### src/rtl/lcd_text_refresher_if.sv
// Bundles the lcd_text_refresher ports other than clk and rst: the character
// write port, the screen-clear pulse, the driver host transaction bus and status.
// master: the refresher. slave: the system writing text plus the HD44780 driver.
interface lcd_text_refresher_if;
    // Character write port from the system.
    logic       wr_en;
    logic       wr_row;
    logic [3:0] wr_col;
    logic [7:0] wr_char;
    logic       clr_screen;

    // Driver host transaction bus (valid/ready).
    logic       lcd_init_done;
    logic       lcd_ready;
    logic       lcd_valid;
    logic       lcd_rs;
    logic [7:0] lcd_data;

    // Status.
    logic       busy;
    logic [1:0] row_dirty;

    modport master (
        input  wr_en, wr_row, wr_col, wr_char, clr_screen,
        input  lcd_init_done, lcd_ready,
        output lcd_valid, lcd_rs, lcd_data,
        output busy, row_dirty
    );

    modport slave (
        output wr_en, wr_row, wr_col, wr_char, clr_screen,
        output lcd_init_done, lcd_ready,
        input  lcd_valid, lcd_rs, lcd_data,
        input  busy, row_dirty
    );
endinterface

### src/rtl/lcd_text_refresher.sv
// Purpose: 2x16 text screen buffer that streams dirty rows to an HD44780 driver.
// Latency: a write sampled at edge N (idle, init done) raises lcd_valid after edge N+1.
// Backpressure: lcd_rs/lcd_data held while lcd_valid && !lcd_ready; valid never drops untransferred.
//
// Ports:
//   clk, rst      system clock, asynchronous active-high reset
//   bus (master)  wr_en/wr_row/wr_col/wr_char  random character writes
//                 clr_screen                   blank the buffer, mark both rows dirty
//                 lcd_init_done/lcd_ready      driver status and host-ready
//                 lcd_valid/lcd_rs/lcd_data    registered host transaction (rs 0=cmd, 1=data)
//                 busy, row_dirty              status: streaming in progress, per-row dirty flags
//
// Each dirty row is sent as one set-DDRAM-address command followed by its
// 16 character bytes. Rows are served round-robin when both are dirty.
module lcd_text_refresher #(
    parameter int         COLS       = 16,
    parameter logic [7:0] ROW0_BASE  = 8'h00,
    parameter logic [7:0] ROW1_BASE  = 8'h40,
    parameter logic [7:0] BLANK_CHAR = 8'h20
) (
    input  logic                  clk,
    input  logic                  rst,
    lcd_text_refresher_if.master  bus
);

    localparam int            CW       = $clog2(COLS);
    localparam logic [CW-1:0] LAST_COL = CW'(COLS - 1);
    localparam logic [7:0]    SET_DDRAM = 8'h80;

    typedef enum logic [1:0] {
        S_IDLE = 2'd0,
        S_CMD  = 2'd1,
        S_CHAR = 2'd2
    } state_t;

    // ------------------------------------------------------------------
    // State
    // ------------------------------------------------------------------
    state_t        state_q, state_nxt;
    logic [CW-1:0] col_q, col_nxt;
    logic          cur_row_q, cur_row_nxt;    // row being streamed
    logic          last_row_q, last_row_nxt;  // last row fully served
    logic          valid_q, valid_nxt;
    logic          rs_q, rs_nxt;
    logic [7:0]    data_q, data_nxt;
    logic [1:0]    dirty_q, dirty_nxt;
    logic [1:0]    dirty_clr;                 // row picked up by the FSM this cycle

    logic [7:0]    cells [2][COLS];

    logic          xfer;
    logic          sel_row;
    logic [CW-1:0] col_inc;

    // ------------------------------------------------------------------
    // Screen buffer. The write is placed after the clear so a same-cycle
    // write lands on top of the blank fill.
    // ------------------------------------------------------------------
    always_ff @(posedge clk or posedge rst) begin
        if (rst) begin
            for (int r = 0; r < 2; r++) begin
                for (int c = 0; c < COLS; c++) begin
                    cells[r][c] <= BLANK_CHAR;
                end
            end
        end else begin
            if (bus.clr_screen) begin
                for (int r = 0; r < 2; r++) begin
                    for (int c = 0; c < COLS; c++) begin
                        cells[r][c] <= BLANK_CHAR;
                    end
                end
            end
            if (bus.wr_en) begin
                cells[bus.wr_row][bus.wr_col] <= bus.wr_char;
            end
        end
    end

    // ------------------------------------------------------------------
    // Dirty flags. The FSM clear is applied first so that a write or clear
    // arriving in the same cycle as the pickup re-marks the row; a row
    // written while it streams is therefore re-sent in full afterwards.
    // ------------------------------------------------------------------
    always_comb begin
        dirty_nxt = dirty_q & ~dirty_clr;
        if (bus.clr_screen) begin
            dirty_nxt = 2'b11;
        end
        if (bus.wr_en) begin
            if (bus.wr_row) begin
                dirty_nxt[1] = 1'b1;
            end else begin
                dirty_nxt[0] = 1'b1;
            end
        end
    end

    always_ff @(posedge clk or posedge rst) begin
        if (rst) begin
            dirty_q <= 2'b00;
        end else begin
            dirty_q <= dirty_nxt;
        end
    end

    // ------------------------------------------------------------------
    // Streaming FSM: state register plus registered host outputs.
    // ------------------------------------------------------------------
    always_ff @(posedge clk or posedge rst) begin
        if (rst) begin
            state_q    <= S_IDLE;
            col_q      <= '0;
            cur_row_q  <= 1'b0;
            last_row_q <= 1'b0;
            valid_q    <= 1'b0;
            rs_q       <= 1'b0;
            data_q     <= 8'h00;
        end else begin
            state_q    <= state_nxt;
            col_q      <= col_nxt;
            cur_row_q  <= cur_row_nxt;
            last_row_q <= last_row_nxt;
            valid_q    <= valid_nxt;
            rs_q       <= rs_nxt;
            data_q     <= data_nxt;
        end
    end

    assign xfer    = valid_q & bus.lcd_ready;
    assign col_inc = col_q + 1'b1;

    // With both rows dirty, alternate away from the row served last;
    // otherwise take whichever row is dirty.
    assign sel_row = (&dirty_q) ? ~last_row_q : dirty_q[1];

    always_comb begin
        state_nxt    = state_q;
        col_nxt      = col_q;
        cur_row_nxt  = cur_row_q;
        last_row_nxt = last_row_q;
        valid_nxt    = valid_q;
        rs_nxt       = rs_q;
        data_nxt     = data_q;
        dirty_clr    = 2'b00;

        case (state_q)
            S_IDLE: begin
                if (bus.lcd_init_done && (dirty_q != 2'b00)) begin
                    cur_row_nxt = sel_row;
                    dirty_clr   = sel_row ? 2'b10 : 2'b01;
                    rs_nxt      = 1'b0;
                    data_nxt    = SET_DDRAM | (sel_row ? ROW1_BASE : ROW0_BASE);
                    valid_nxt   = 1'b1;
                    state_nxt   = S_CMD;
                end
            end

            S_CMD: begin
                if (xfer) begin
                    col_nxt   = '0;
                    rs_nxt    = 1'b1;
                    data_nxt  = cells[cur_row_q][0];
                    valid_nxt = 1'b1;
                    state_nxt = S_CHAR;
                end
            end

            S_CHAR: begin
                if (xfer) begin
                    if (col_q == LAST_COL) begin
                        // Counter restarts only through idle, never mid-pass.
                        col_nxt      = '0;
                        valid_nxt    = 1'b0;
                        last_row_nxt = cur_row_q;
                        state_nxt    = S_IDLE;
                    end else begin
                        // Buffer is read at the transfer edge, so the byte
                        // reflects every write completed before it.
                        col_nxt   = col_inc;
                        data_nxt  = cells[cur_row_q][col_inc];
                        valid_nxt = 1'b1;
                    end
                end
            end

            default: begin
                state_nxt = S_IDLE;
                valid_nxt = 1'b0;
            end
        endcase
    end

    // ------------------------------------------------------------------
    // Outputs
    // ------------------------------------------------------------------
    assign bus.lcd_valid = valid_q;
    assign bus.lcd_rs    = rs_q;
    assign bus.lcd_data  = data_q;
    assign bus.busy      = (state_q != S_IDLE);
    assign bus.row_dirty = dirty_q;

endmodule

### src/flat_wrapper.sv
// flat-port wrapper written by rule: the top's interface ports become plain ports
module lcd_text_refresher_flat 
#(
    parameter int         COLS       = 16,
    parameter logic [7:0] ROW0_BASE  = 8'h00,
    parameter logic [7:0] ROW1_BASE  = 8'h40,
    parameter logic [7:0] BLANK_CHAR = 8'h20
)
  (clk, rst, bus_wr_en, bus_wr_row, bus_wr_col, bus_wr_char, bus_clr_screen, bus_lcd_init_done, bus_lcd_ready, bus_lcd_valid, bus_lcd_rs, bus_lcd_data, bus_busy, bus_row_dirty);
  lcd_text_refresher_if bus_i ();
  input  logic clk;
  input  logic rst;
  input wire logic [$bits(bus_i.wr_en)-1:0] bus_wr_en;
  input wire logic [$bits(bus_i.wr_row)-1:0] bus_wr_row;
  input wire logic [$bits(bus_i.wr_col)-1:0] bus_wr_col;
  input wire logic [$bits(bus_i.wr_char)-1:0] bus_wr_char;
  input wire logic [$bits(bus_i.clr_screen)-1:0] bus_clr_screen;
  input wire logic [$bits(bus_i.lcd_init_done)-1:0] bus_lcd_init_done;
  input wire logic [$bits(bus_i.lcd_ready)-1:0] bus_lcd_ready;
  output wire logic [$bits(bus_i.lcd_valid)-1:0] bus_lcd_valid;
  output wire logic [$bits(bus_i.lcd_rs)-1:0] bus_lcd_rs;
  output wire logic [$bits(bus_i.lcd_data)-1:0] bus_lcd_data;
  output wire logic [$bits(bus_i.busy)-1:0] bus_busy;
  output wire logic [$bits(bus_i.row_dirty)-1:0] bus_row_dirty;
  assign bus_i.wr_en = bus_wr_en;
  assign bus_i.wr_row = bus_wr_row;
  assign bus_i.wr_col = bus_wr_col;
  assign bus_i.wr_char = bus_wr_char;
  assign bus_i.clr_screen = bus_clr_screen;
  assign bus_i.lcd_init_done = bus_lcd_init_done;
  assign bus_i.lcd_ready = bus_lcd_ready;
  assign bus_lcd_valid = bus_i.lcd_valid;
  assign bus_lcd_rs = bus_i.lcd_rs;
  assign bus_lcd_data = bus_i.lcd_data;
  assign bus_busy = bus_i.busy;
  assign bus_row_dirty = bus_i.row_dirty;
  lcd_text_refresher #(.COLS(COLS), .ROW0_BASE(ROW0_BASE), .ROW1_BASE(ROW1_BASE), .BLANK_CHAR(BLANK_CHAR)) u_core (.clk(clk), .rst(rst), .bus(bus_i));
endmodule
### config.mk
export PLATFORM = sky130hd
export DESIGN_NAME = lcd_text_refresher_flat
export DESIGN_NICKNAME = d
export VERILOG_FILES = /design/src/rtl/lcd_text_refresher_if.sv /design/src/rtl/lcd_text_refresher.sv /design/src/flat_wrapper.sv
export SDC_FILE = /design/constraint.sdc
export NUM_CORES = 1
export LEC_CHECK = 0
export ABC_AREA = 1
export CAP_MARGIN = 10
export CORE_MARGIN = 3
export CORE_UTILIZATION = 56
export CTS_BUF_LIST = sky130_fd_sc_hd__clkbuf_16
export DETAILED_ROUTE_END_ITERATION = 8
export GPL_TIMING_DRIVEN = 0
export PLACE_DENSITY_LB_ADDON = 0.12
export SYNTH_ARGS = -nofsm -noshare
export SYNTH_HDL_FRONTEND = slang
export SYNTH_SLANG_ARGS = --single-unit
### constraint.sdc
create_clock -name clk -period 9.4 [get_ports clk]
set_clock_uncertainty 0.15 [all_clocks]
set_input_delay 1.88 -clock clk [delete_from_list [all_inputs] [get_ports clk]]
set_output_delay 1.88 -clock clk [all_outputs]
set_load 0.02 [all_outputs]
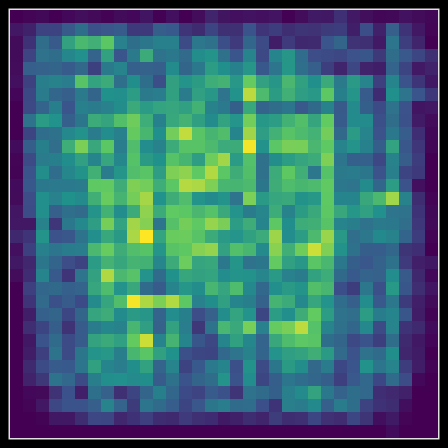
(run_1/metal_density.png)
33 x 33 tiles, from dark purple (low) to yellow (high), scaled to the fullest tile. Values are wire area over tile area, all layers added.
The densest ninth of the die: middle. 7.5% of the tiles are nearly empty. The mean over all tiles is 0.33. The fullest tile reaches 0.85. 32% of the tiles are over half the peak.

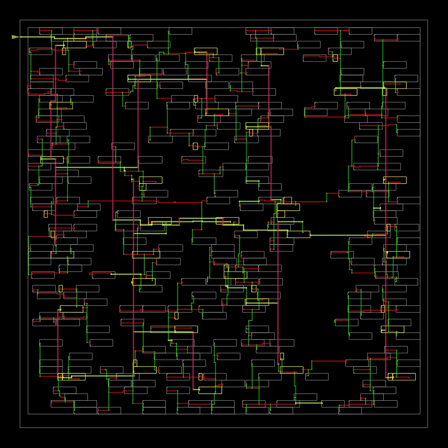
(run_1/clocks.png)
CTS Buf Count: 29
Worst-Skew Late Latency: 580 ps
Flop Count: 276
reported clock group power: 1.08 mW
clock sinks: 276

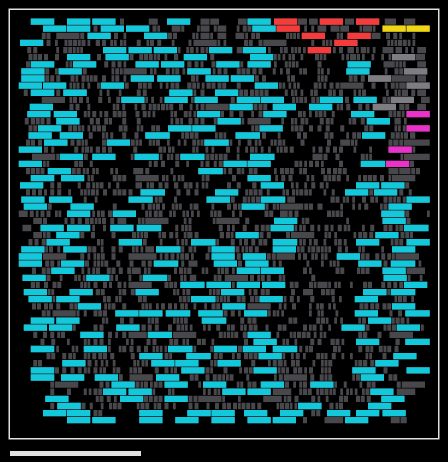
(run_1/flops_by_reg.png)
Bar = 50 µm.
Yellow marks `u_core.state_q`, flops 2. Red marks `u_core.bus.lcd_data`, flops 8, where top right. Magenta marks `u_core.col_q`, flops 4. Cyan marks `u_core.cells`, flops 256, where spread over the die.

==> flow_metrics.py, run 1 <==
# Generated from Yosys and OpenROAD reports
metrics = {
    "global_route": {
        "grt-ovfl-total": 0,
        "grtUsageTotal_pct": 37.7,
        "grt_pass1_vias": 12337,
        "grt_max_degree": 44,
        "antenna_found_initial": 1,
        "grt_first_pass_wirelength_um": 74800,
    },
    "power": {
        "switching_share_pct": 43.8,
        "finalPower_mw": 4.06,
        "power.density_nw_per_um2": 260,
        "intPower_mw": 2.28,
        "ir_drop_v": 0.000221,
        "p_sw_mw": 1.78,
        "clkPwrFrac_pct": 26.6,
        "combPwrFrac_pct": 42.2,
        "p_leak_nw": 7.22,
        "seq_power_share_pct": 31.2,
    },
    "setup_path": {
        "worst_r2r_path_depth": 11,
        "crit_arrival_ps": 2010,
        "required_ps": 7370,
        "r2r_end": "u_core.bus.lcd_data[6]$_DFFE_PP0P_",
        "path_class": "register to output port",
        "r2r_slack_ps": 6400,
        "r2r_start": "u_core.col_q[1]$_DFFE_PP0P_",
        "end_kind": "output port",
        "worstPathMaxFanout": 5,
        "cp-start-kind": "register",
    },
    "placed_design": {
        "io_buffers": 30,
        "dp_hpwl_um": 35000,
        "routabilityCongestion": 1.03,
        "place_area_um2": 14700,
    },
    "timing": {
        "period_used_pct": 43.0,
        "rsz0062_at_grt": "no",
        "fin_setup_tns_ps": 0,
        "max_freq_mhz": 247,
        "slew_viol_final": 0,
        "final-setup-viol-count": 0,
        "slew_headroom_pct": 25.5,
        "finalHoldViolCount": 0,
        "min_period_ps": 4040,
        "tightest_slew_ps": 1120,
        "whs_ps": 329,
    },
    "status": {
        "status": "finished, final reports clean",
    },
    "logic_synthesis": {
        "netlist_area_um2": 13900,
        "yosys_area_um2": 13900,
        "ys_seq_share_pct": 50.0,
        "netlist_instances": 1817,
        "yosys.area.top_type": "dfrtp_1",
        "ys_warn_count": 0,
        "synth_flop_count": 276,
        "ys_cells": 1817,
        "synth_top_area_share_pct": 43.9,
        "synth.avg_cell_area_um2": 7.65,
        "top_cells_by_area": "dfrtp_1 (44%), nand3_1 (16%), nand2_1 (10%)",
        "synth.distinct_cells": 28,
        "synth_nets": 1841,
    },
    "floorplan": {
        "core_um2": 24400,
        "io-pin-count": 32,
        "die_w_um": 164,
        "die_y_um": 164,
        "fp_util_pct": 57.0,
        "rows": 57,
        "dieArea_um2": 26700,
    },
    "layout": {
        "fillCellCount": 2189,
        "area_growth_pct": 12.4,
        "register_area_um2": 6950,
        "combGateArea_um2": 5620,
        "layout_top_cell": "nand3_1",
        "final_nets": 1909,
        "mostFrequentLayoutCells": "nand3_1 (452), nand2_1 (383), o21ai_0 (281)",
        "antenna_cells": 0,
        "drive_above_1_share_pct": 6.81,
        "stdcell_area_um2": 15600,
    },
    "routing": {
        "met1_length_um": 20100,
        "vias": 13430,
        "met3_length_um": 5270,
        "top_layer_used": "met5",
        "drtIter0Drc": 2078,
        "detail-route-antenna-nets": 0,
        "wl_um": 50500,
        "wl_met2_um": 22300,
        "wl_per_cell_um": 22.6,
        "dr.pass1.iters": 6,
        "avgViaCountPerCell": 6.02,
        "drc": 0,
    },
    "clocking": {
        "cts_resized": 0,
        "htreeDepth": 1,
        "ctsRootBufferMaster": "clkbuf_16",
        "post-cts-setup-buffers": 0,
        "tritoncts": "built",
        "cts.path.max_buffers": 3,
        "holdBufCountCts": 0,
        "clk_pin_slew_ps": 60,
    },
    "hold_path": {
        "hp-start": "u_core.bus.lcd_data[1]$_DFFE_PP0P_",
        "holdPathStages": 2,
        "hold_path.class": "register to register",
        "hold_end": "u_core.bus.lcd_data[1]$_DFFE_PP0P_",
    },
    "job": {
        "warnings": 29,
        "maxCapViolCount": 0,
    },
}
-- run 1: power groups by stage --
stage | sequential (mW) | combinational (mW) | clock, mW
after CTS | 1.27 | 1.65 | 1.08
after floorplan | 1.30 | 0.979 | 0
after global routing | 1.27 | 1.80 | 1.12
after global placement | 1.29 | 1.63 | 0
final | 1.27 | 1.71 | 1.08
after detailed placement | 1.29 | 1.64 | 0
-- run 1: through the flow --
stage                     utilization (%)  cells  setup WS (ps)
after floorplan                         -   1817           3740
after global placement               59.9   2171           1790
after detailed placement             60.5   2178           5230
after CTS                            64.0   2232           5350
after global routing                 64.0   2232           5290
final                                64.0   2232           5360
-- run 1: synthesized netlist by cell type, drive strengths merged --
library cell	instances
a21boi	3
a21oi	3
a31oi	1
buf	63
clkbuf	77
dfrtp	244
dfstp	32
ha	5
inv	193
nand2	383
nand3	456
nor2	64
nor3	1
o211ai	2
o21ai	281
o22ai	2
o31ai	1
or2	4
xor2	2
-- run 1: cell families (layout without fill, tap and decap cells) --
group                      Yosys count  in the layout  share of synthesized area [%]
buffers and inverters              333            424                           9.62
xor gates and xnor gates             2              2                          0.396
DFF                                276            276                           50.0
and+or+nand+nor                    908            908                           28.9
adders and majority gates            5              5                          0.450
AOI/OAI and AO/OA                  293            293                           10.7
-- run 1: critical path, stage by stage (launching register included) --
cell             delay, ps
dfrtp_1                390
inv_1                   90
ha_1                   260
inv_1                  110
clkdlybuf4s50_1        610
-- run 1: worst max path at each step --
stage                                  startpoint                            endpoint  slack [ps]  cells past startpoint
floorplan                                     rst  u_core.bus.lcd_data[0]$_DFFE_PP0P_        3740                      1
global placement                              rst          u_core.cells[14]$_DFF_PP0_        1790                      2
detailed placement                      bus_wr_en         u_core.cells[204]$_DFF_PP0_        5230                      8
CTS                 u_core.state_q[0]$_DFFE_PP0P_                            bus_busy        5350                      4
global route        u_core.state_q[0]$_DFFE_PP0P_                            bus_busy        5290                      4
finish              u_core.state_q[0]$_DFFE_PP0P_                            bus_busy        5360                      4
-- run 1: area by class of cell --
| cell class | count | share of cell area [%] |
|---|---|---|
| sequential | 276 | 44.5 |
| inverter | 193 | 4.68 |
| clock inverter | 25 | 0.921 |
| timing repair buffer | 37 | 2.82 |
| buffer | 140 | 3.91 |
| multi-input combinational | 1208 | 36.0 |
| tap | 324 | 2.60 |
| clock buffer | 29 | 4.65 |
-- run 1: per-layer routing --
layer,vias up,global-route usage [%]
li1,6080,-
met1,6414,51.4
met2,782,57.6
met3,152,8.27
met4,2,17.7
met5,-,0
-- run 1: sequential cells by signal (all words and copies together) (netlist names) --
register              flops
u_core.bus.lcd_data       8
u_core.bus.lcd_rs         1
u_core.bus.lcd_valid      1
u_core.bus.row_dirty      2
u_core.cells            256
u_core.col_q              4
u_core.cur_row_q          1
u_core.last_row_q         1
u_core.state_q            2
==> run 2, diff against run 1 <==
- clock period: 9.4 -> 3.5 ns (I/O delays scaled with it)
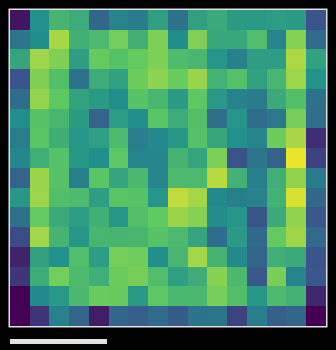
(run_2/cell_density.png)
Bar = 50 µm. 16 x 16 tiles, from dark purple (low) to yellow (high), 0 to 100% covered.
The fullest tile reaches 97%. 1.2% of the tiles are nearly empty. 19% of the tiles are over 75% full. The mean over all tiles is 57%.

==> run 2 against run 1 <==
  * Hold slack worse by 56 ps
  * Die size did not move
  * Flip-flop count unchanged
  * Global-route usage stayed put
  * Non-clock buffer count did not move
  * Setup slack lost 4900 ps
  * Synthesized area stayed put
  * Register-to-register slack got worse by 5900 ps
==> flow_metrics.py, run 2 <==
# Generated from Yosys and OpenROAD reports
metrics = {
    "routing": {
        "drc": 0,
        "dr.pass1.iters": 6,
        "avgViaCountPerCell": 6.02,
        "vias": 13430,
        "wl_per_cell_um": 22.6,
        "detail-route-antenna-nets": 0,
        "drtIter0Drc": 2078,
        "wl_um": 50500,
    },
    "timing": {
        "min_period_ps": 3000,
        "tightest_slew_ps": 1120,
        "max_freq_mhz": 333,
        "finalHoldViolCount": 0,
        "fin_setup_tns_ps": 0,
        "setup_slack_ps": 496,
        "whs_ps": 274,
        "final-setup-viol-count": 0,
        "rsz0062_at_grt": "no",
        "slew_headroom_pct": 25.5,
        "slew_viol_final": 0,
        "period_used_pct": 85.8,
    },
    "power": {
        "power.density_nw_per_um2": 698,
        "ir_drop_v": 0.000593,
        "finalPower_mw": 10.9,
        "p_leak_nw": 7.22,
    },
    "placed_design": {
        "routabilityCongestion": 1.03,
        "dp_hpwl_um": 35000,
        "place_area_um2": 14700,
        "pre_cts_slack_ps": 509,
        "io_buffers": 30,
        "dpl.cell_count": 2178,
    },
    "logic_synthesis": {
        "asyncSetResetFlopFracSynth_pct": 100,
        "ff_type": "dfrtp_1",
        "netlist_instances": 1817,
        "netlist_area_um2": 13900,
        "synth_top_area_share_pct": 43.9,
        "synth_nets": 1841,
        "yosys.area.top_type": "dfrtp_1",
        "yosys_area_um2": 13900,
        "top_cells_by_area": "dfrtp_1 (44%), nand3_1 (16%), nand2_1 (10%)",
        "ys_seq_share_pct": 50.0,
        "synth.distinct_cells": 28,
        "top_cells_by_count": "nand3_1 (452), nand2_1 (383), o21ai_0 (281)",
        "ys_warn_count": 0,
        "synth.avg_cell_area_um2": 7.65,
        "edf_count": 0,
        "synth_flop_count": 276,
        "ys_cells": 1817,
        "most_common_cell": "nand3_1",
    },
    "floorplan": {
        "dieArea_um2": 26700,
        "fp_util_pct": 57.0,
        "core_um2": 24400,
        "rows": 57,
        "die_y_um": 164,
        "io-pin-count": 32,
        "die_w_um": 164,
    },
    "setup_path": {
        "slowest_stage": "buf_1",
        "worstPathMaxFanout": 10,
        "path_class": "register to register",
        "end_kind": "register",
        "cpPeakStageDelay_ps": 660,
        "required_ps": 3800,
        "cpMostUsedCell": "nand3_1",
        "crit_arrival_ps": 3300,
        "path_cells": "ha_1 -> clkbuf_1 -> inv_1 -> buf_1 -> nand3_1 -> nand3_1 -> nand3_1 -> nand3_1 -> nand2_1 -> nand2_1 -> nand2_1",
        "cp-start-kind": "register",
    },
    "clocking": {
        "tritoncts": "built",
        "cts_sinks": 276,
        "clk_pin_slew_ps": 70,
        "cts_resized": 0,
        "clock_latency_ps": 580,
        "post-cts-setup-buffers": 0,
        "cts_made_buffers": 29,
        "htreeDepth": 1,
        "ctsRootBufferMaster": "clkbuf_16",
        "cts.path.max_buffers": 3,
        "holdBufCountCts": 0,
    },
    "job": {
        "maxCapViolCount": 0,
        "warnings": 30,
    },
    "global_route": {
        "grt_max_degree": 44,
        "grt-ovfl-total": 0,
        "grt_pass1_vias": 12337,
        "grtUsageTotal_pct": 37.7,
        "grt_first_pass_wirelength_um": 74800,
        "antenna_found_initial": 1,
    },
    "layout": {
        "instances_no_fill": 2232,
        "final_nets": 1909,
        "top_register": "u_core.cells",
        "largest_register_ffs": 256,
        "drive_above_1_share_pct": 6.81,
        "fin_util_pct": 64.0,
        "stdcell_area_um2": 15600,
        "area_growth_pct": 12.4,
        "antenna_cells": 0,
        "layout_top_cell": "nand3_1",
        "mostFrequentLayoutCells": "nand3_1 (452), nand2_1 (383), o21ai_0 (281)",
        "fillCellCount": 2189,
    },
    "status": {
        "status": "finished, final reports clean",
    },
    "hold_path": {
        "hold_path.class": "input port to asynchronous set/reset pin",
    },
}
## run 2: cell counts after synthesis
Identical to the previous run, type by type.
## run 2: kinds of logic after synthesis
kind of cell | count (synthesis) | share of synthesized area, %
and+or+nand+nor | 908 | 28.9
buffers and inverters | 333 | 9.62
AOI/OAI and AO/OA | 293 | 10.7
DFF | 276 | 50.0
adders and majority gates | 5 | 0.450
xor gates and xnor gates | 2 | 0.396
## run 2: final timing paths
kind,from,end,slack [ps],cells past startpoint
max in group asynchronous,rst,u_core.cells[93]$_DFF_PP1_,1830,5
hold / removal,rst,u_core.cells[198]$_DFF_PP0_,270,2
min in group clk,u_core.bus.lcd_data[1]$_DFFE_PP0P_,u_core.bus.lcd_data[1]$_DFFE_PP0P_,330,2
setup / recovery,u_core.col_q[1]$_DFFE_PP0P_,u_core.bus.lcd_data[6]$_DFFE_PP0P_,500,11
setup reg to reg,u_core.col_q[1]$_DFFE_PP0P_,u_core.bus.lcd_data[6]$_DFFE_PP0P_,500,11
hold reg to reg,u_core.bus.lcd_data[1]$_DFFE_PP0P_,u_core.bus.lcd_data[1]$_DFFE_PP0P_,330,2
## run 2: worst max-delay path: cells and delay by family (launching register included)
family,cells,cell delay (ps)
adder cells (fa/ha/maj),1,280
flip-flops,1,400
buffers and inverters,3,1020
AND/OR/NAND/NOR,7,1030
## run 2: layout make-up
| type | instances | area (µm²) | share of cell area [%] |
|---|---|---|---|
| Sequential cell | 276 | 6950 | 44.5 |
| Multi-Input combinational cell | 1208 | 5620 | 36.0 |
| Inverter | 193 | 731 | 4.68 |
| Clock buffer | 29 | 726 | 4.65 |
| Buffer | 140 | 611 | 3.91 |
| Timing Repair Buffer | 37 | 440 | 2.82 |
| Tap cell | 324 | 405 | 2.60 |
| Clock inverter | 25 | 144 | 0.921 |
## run 2: power by group
group / total (mW) / switching, mW / internal [mW]
clock: 2.90 / 1.32 / 1.57
combinational: 4.60 / 3.37 / 1.23
sequential: 3.40 / 0.0860 / 3.32
## run 2: metal layers
| layer | vias to the layer above | global-route usage [%] | wire length (µm) |
|---|---|---|---|
| met4 | 2 | 17.7 | 2860 |
| li1 | 6080 | - | - |
| met3 | 152 | 8.27 | 5270 |
| met1 | 6414 | 51.4 | 20100 |
| met2 | 782 | 57.6 | 22300 |
| met5 | - | 0 | 20 |
==> run 3, diff against run 2 <==
- CAP_MARGIN: 10 -> 20
- TNS_END_PERCENT: default -> 30
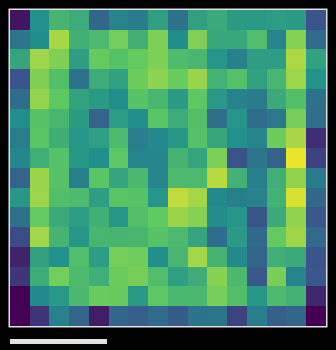
(run_3/cell_density.png)
Bar = 50 µm. 16 x 16 tiles, from dark purple (low) to yellow (high), 0 to 100% covered.
1.2% of the tiles are nearly empty. The mean over all tiles is 57%. The fullest tile reaches 97%. 19% of the tiles are over 75% full.

==> run 3 against run 2 <==
  * Final area unchanged
  * Hold slack unchanged
  * Setup slack unchanged
  * Combinational power about the same
  * Non-clock buffer count unchanged
  * Via count unchanged
  * Largest cell class unchanged
  * Largest power group unchanged
==> flow_metrics.py, run 3 <==
# Generated from Yosys and OpenROAD reports
metrics = {
    "status": {
        "status": "finished, final reports clean",
    },
    "timing": {
        "fin_setup_tns_ps": 0,
        "rsz0062_at_grt": "no",
        "max_freq_mhz": 333,
        "slew_headroom_pct": 25.5,
        "final-setup-viol-count": 0,
        "period_used_pct": 85.8,
        "min_period_ps": 3000,
        "finalHoldViolCount": 0,
        "slew_viol_final": 0,
        "tightest_slew_ps": 1120,
        "whs_ps": 274,
    },
    "floorplan": {
        "core_um2": 24400,
        "dieArea_um2": 26700,
        "io-pin-count": 32,
        "die_w_um": 164,
    },
    "logic_synthesis": {
        "synth.distinct_cells": 28,
        "ys_seq_share_pct": 50.0,
        "asyncSetResetFlopFracSynth_pct": 100,
        "synth.avg_cell_area_um2": 7.65,
        "yosys_area_um2": 13900,
        "edf_count": 0,
        "ff_type": "dfrtp_1",
        "ys_warn_count": 0,
        "synth_top_area_share_pct": 43.9,
        "synth_nets": 1841,
        "netlist_area_um2": 13900,
        "most_common_cell": "nand3_1",
        "top_cells_by_count": "nand3_1 (452), nand2_1 (383), o21ai_0 (281)",
        "yosys.area.top_type": "dfrtp_1",
        "synth_flop_count": 276,
        "ys_cells": 1817,
    },
    "layout": {
        "instances_no_fill": 2232,
        "area_growth_pct": 12.4,
        "fillCellCount": 2189,
        "register_area_um2": 6950,
        "top_register": "u_core.cells",
        "combGateArea_um2": 5620,
        "drive_above_1_share_pct": 6.81,
        "largest_register_ffs": 256,
        "layout_top_cell": "nand3_1",
        "final_nets": 1909,
    },
    "setup_path": {
        "cp-start-kind": "register",
        "r2r_end": "u_core.bus.lcd_data[6]$_DFFE_PP0P_",
        "crit_arrival_ps": 3300,
        "worstPathMaxFanout": 10,
        "r2r_slack_ps": 500,
        "required_ps": 3800,
        "end_kind": "register",
        "worst_r2r_path_depth": 11,
        "r2r_start": "u_core.col_q[1]$_DFFE_PP0P_",
        "path_class": "register to register",
    },
    "power": {
        "p_sw_mw": 4.78,
        "intPower_mw": 6.12,
        "ir_drop_v": 0.000593,
        "p_leak_nw": 7.22,
        "combPwrFrac_pct": 42.2,
        "seq_power_share_pct": 31.2,
        "clkPwrFrac_pct": 26.6,
    },
    "placed_design": {
        "routabilityCongestion": 1.03,
        "io_buffers": 30,
        "dp_hpwl_um": 35000,
    },
    "global_route": {
        "grt_first_pass_wirelength_um": 74800,
        "antenna_found_initial": 1,
        "grt-ovfl-total": 0,
        "grt_max_degree": 44,
        "grt_pass1_vias": 12337,
        "grtUsageTotal_pct": 37.7,
    },
    "clocking": {
        "cts.path.max_buffers": 3,
        "clock_latency_ps": 580,
        "ctsRootBufferMaster": "clkbuf_16",
        "cts_made_buffers": 29,
        "post-cts-setup-buffers": 0,
        "cts_sinks": 276,
        "clk_pin_slew_ps": 70,
        "cts_resized": 0,
        "htreeDepth": 1,
        "holdBufCountCts": 0,
    },
    "routing": {
        "vias": 13430,
        "wl_per_cell_um": 22.6,
        "detail-route-antenna-nets": 0,
        "dr.pass1.iters": 6,
        "avgViaCountPerCell": 6.02,
        "wl_um": 50500,
    },
    "job": {
        "maxCapViolCount": 0,
        "warnings": 30,
    },
    "hold_path": {
        "hold_path.class": "input port to asynchronous set/reset pin",
    },
}
run 3: kinds of logic after synthesis:
logic type,count (synthesis),share of synthesized area [%]
fa+ha+maj,5,0.450
simple gates,908,28.9
flops,276,50.0
compound gates,293,10.7
xor+xnor,2,0.396
buf+inv,333,9.62
run 3: final cells by class:
class                   instances  share of cell area, %
inverters                     193                   4.68
multi-input cells            1208                   36.0
well taps                     324                   2.60
plain buffers                 140                   3.91
flip-flops and latches        276                   44.5
clock buffers                  29                   4.65
clock inverters                25                  0.921
repair buffers                 37                   2.82
run 3: worst max-delay path by stage:
| stage | startpoint | end | slack [ps] | cells after the start |
|---|---|---|---|---|
| floorplan | rst | u_core.bus.lcd_data[0]$_DFFE_PP0P_ | -980 | 1 |
| global placement | rst | u_core.cells[14]$_DFF_PP0_ | -2930 | 2 |
| detailed placement | bus_wr_en | u_core.cells[204]$_DFF_PP0_ | 510 | 8 |
| CTS | u_core.state_q[0]$_DFFE_PP0P_ | bus_busy | 630 | 4 |
| global route | u_core.col_q[1]$_DFFE_PP0P_ | u_core.bus.lcd_data[6]$_DFFE_PP0P_ | 450 | 11 |
| finish | u_core.col_q[1]$_DFFE_PP0P_ | u_core.bus.lcd_data[6]$_DFFE_PP0P_ | 500 | 11 |
run 3: power groups by stage:
stage / Clock [mW] / Combinational, mW / Sequential [mW]
final: 2.90 / 4.60 / 3.40
after global routing: 3.02 / 4.84 / 3.42
after CTS: 2.90 / 4.42 / 3.40
after detailed placement: 0 / 4.40 / 3.46
after global placement: 0 / 4.37 / 3.46
after floorplan: 0 / 2.63 / 3.49
run 3: through the flow:
step / total power, mW / cell area [µm²] / setup WS (ps) / utilization (%)
floorplan: 6.12 / 13900 / -975 / -
global placement: 7.83 / 14600 / -2930 / 59.9
detailed placement: 7.85 / 14700 / 509 / 60.5
CTS: 10.7 / 15600 / 629 / 64.0
global route: 11.3 / 15600 / 447 / 64.0
finish: 10.9 / 15600 / 496 / 64.0
run 3: critical path: stages, from the launching register on:
cell      delay (ps)
dfrtp_1          400
ha_1             280
clkbuf_1         170
inv_1            190
buf_1            660
nand3_1          280
nand3_1          180
nand3_1          230
nand3_1          180
nand2_1           60
nand2_1           60
nand2_1           40
run 3: layer usage:
layer  track usage [%]  vias up  part of all wire [%]
li1                  -     6080                     -
met1              51.4     6414                    40
met2              57.6      782                    44
met3              8.27      152                    10
met4              17.7        2                   5.7
met5                 0        -                 0.040
Power and IR drop assume default switching activity.
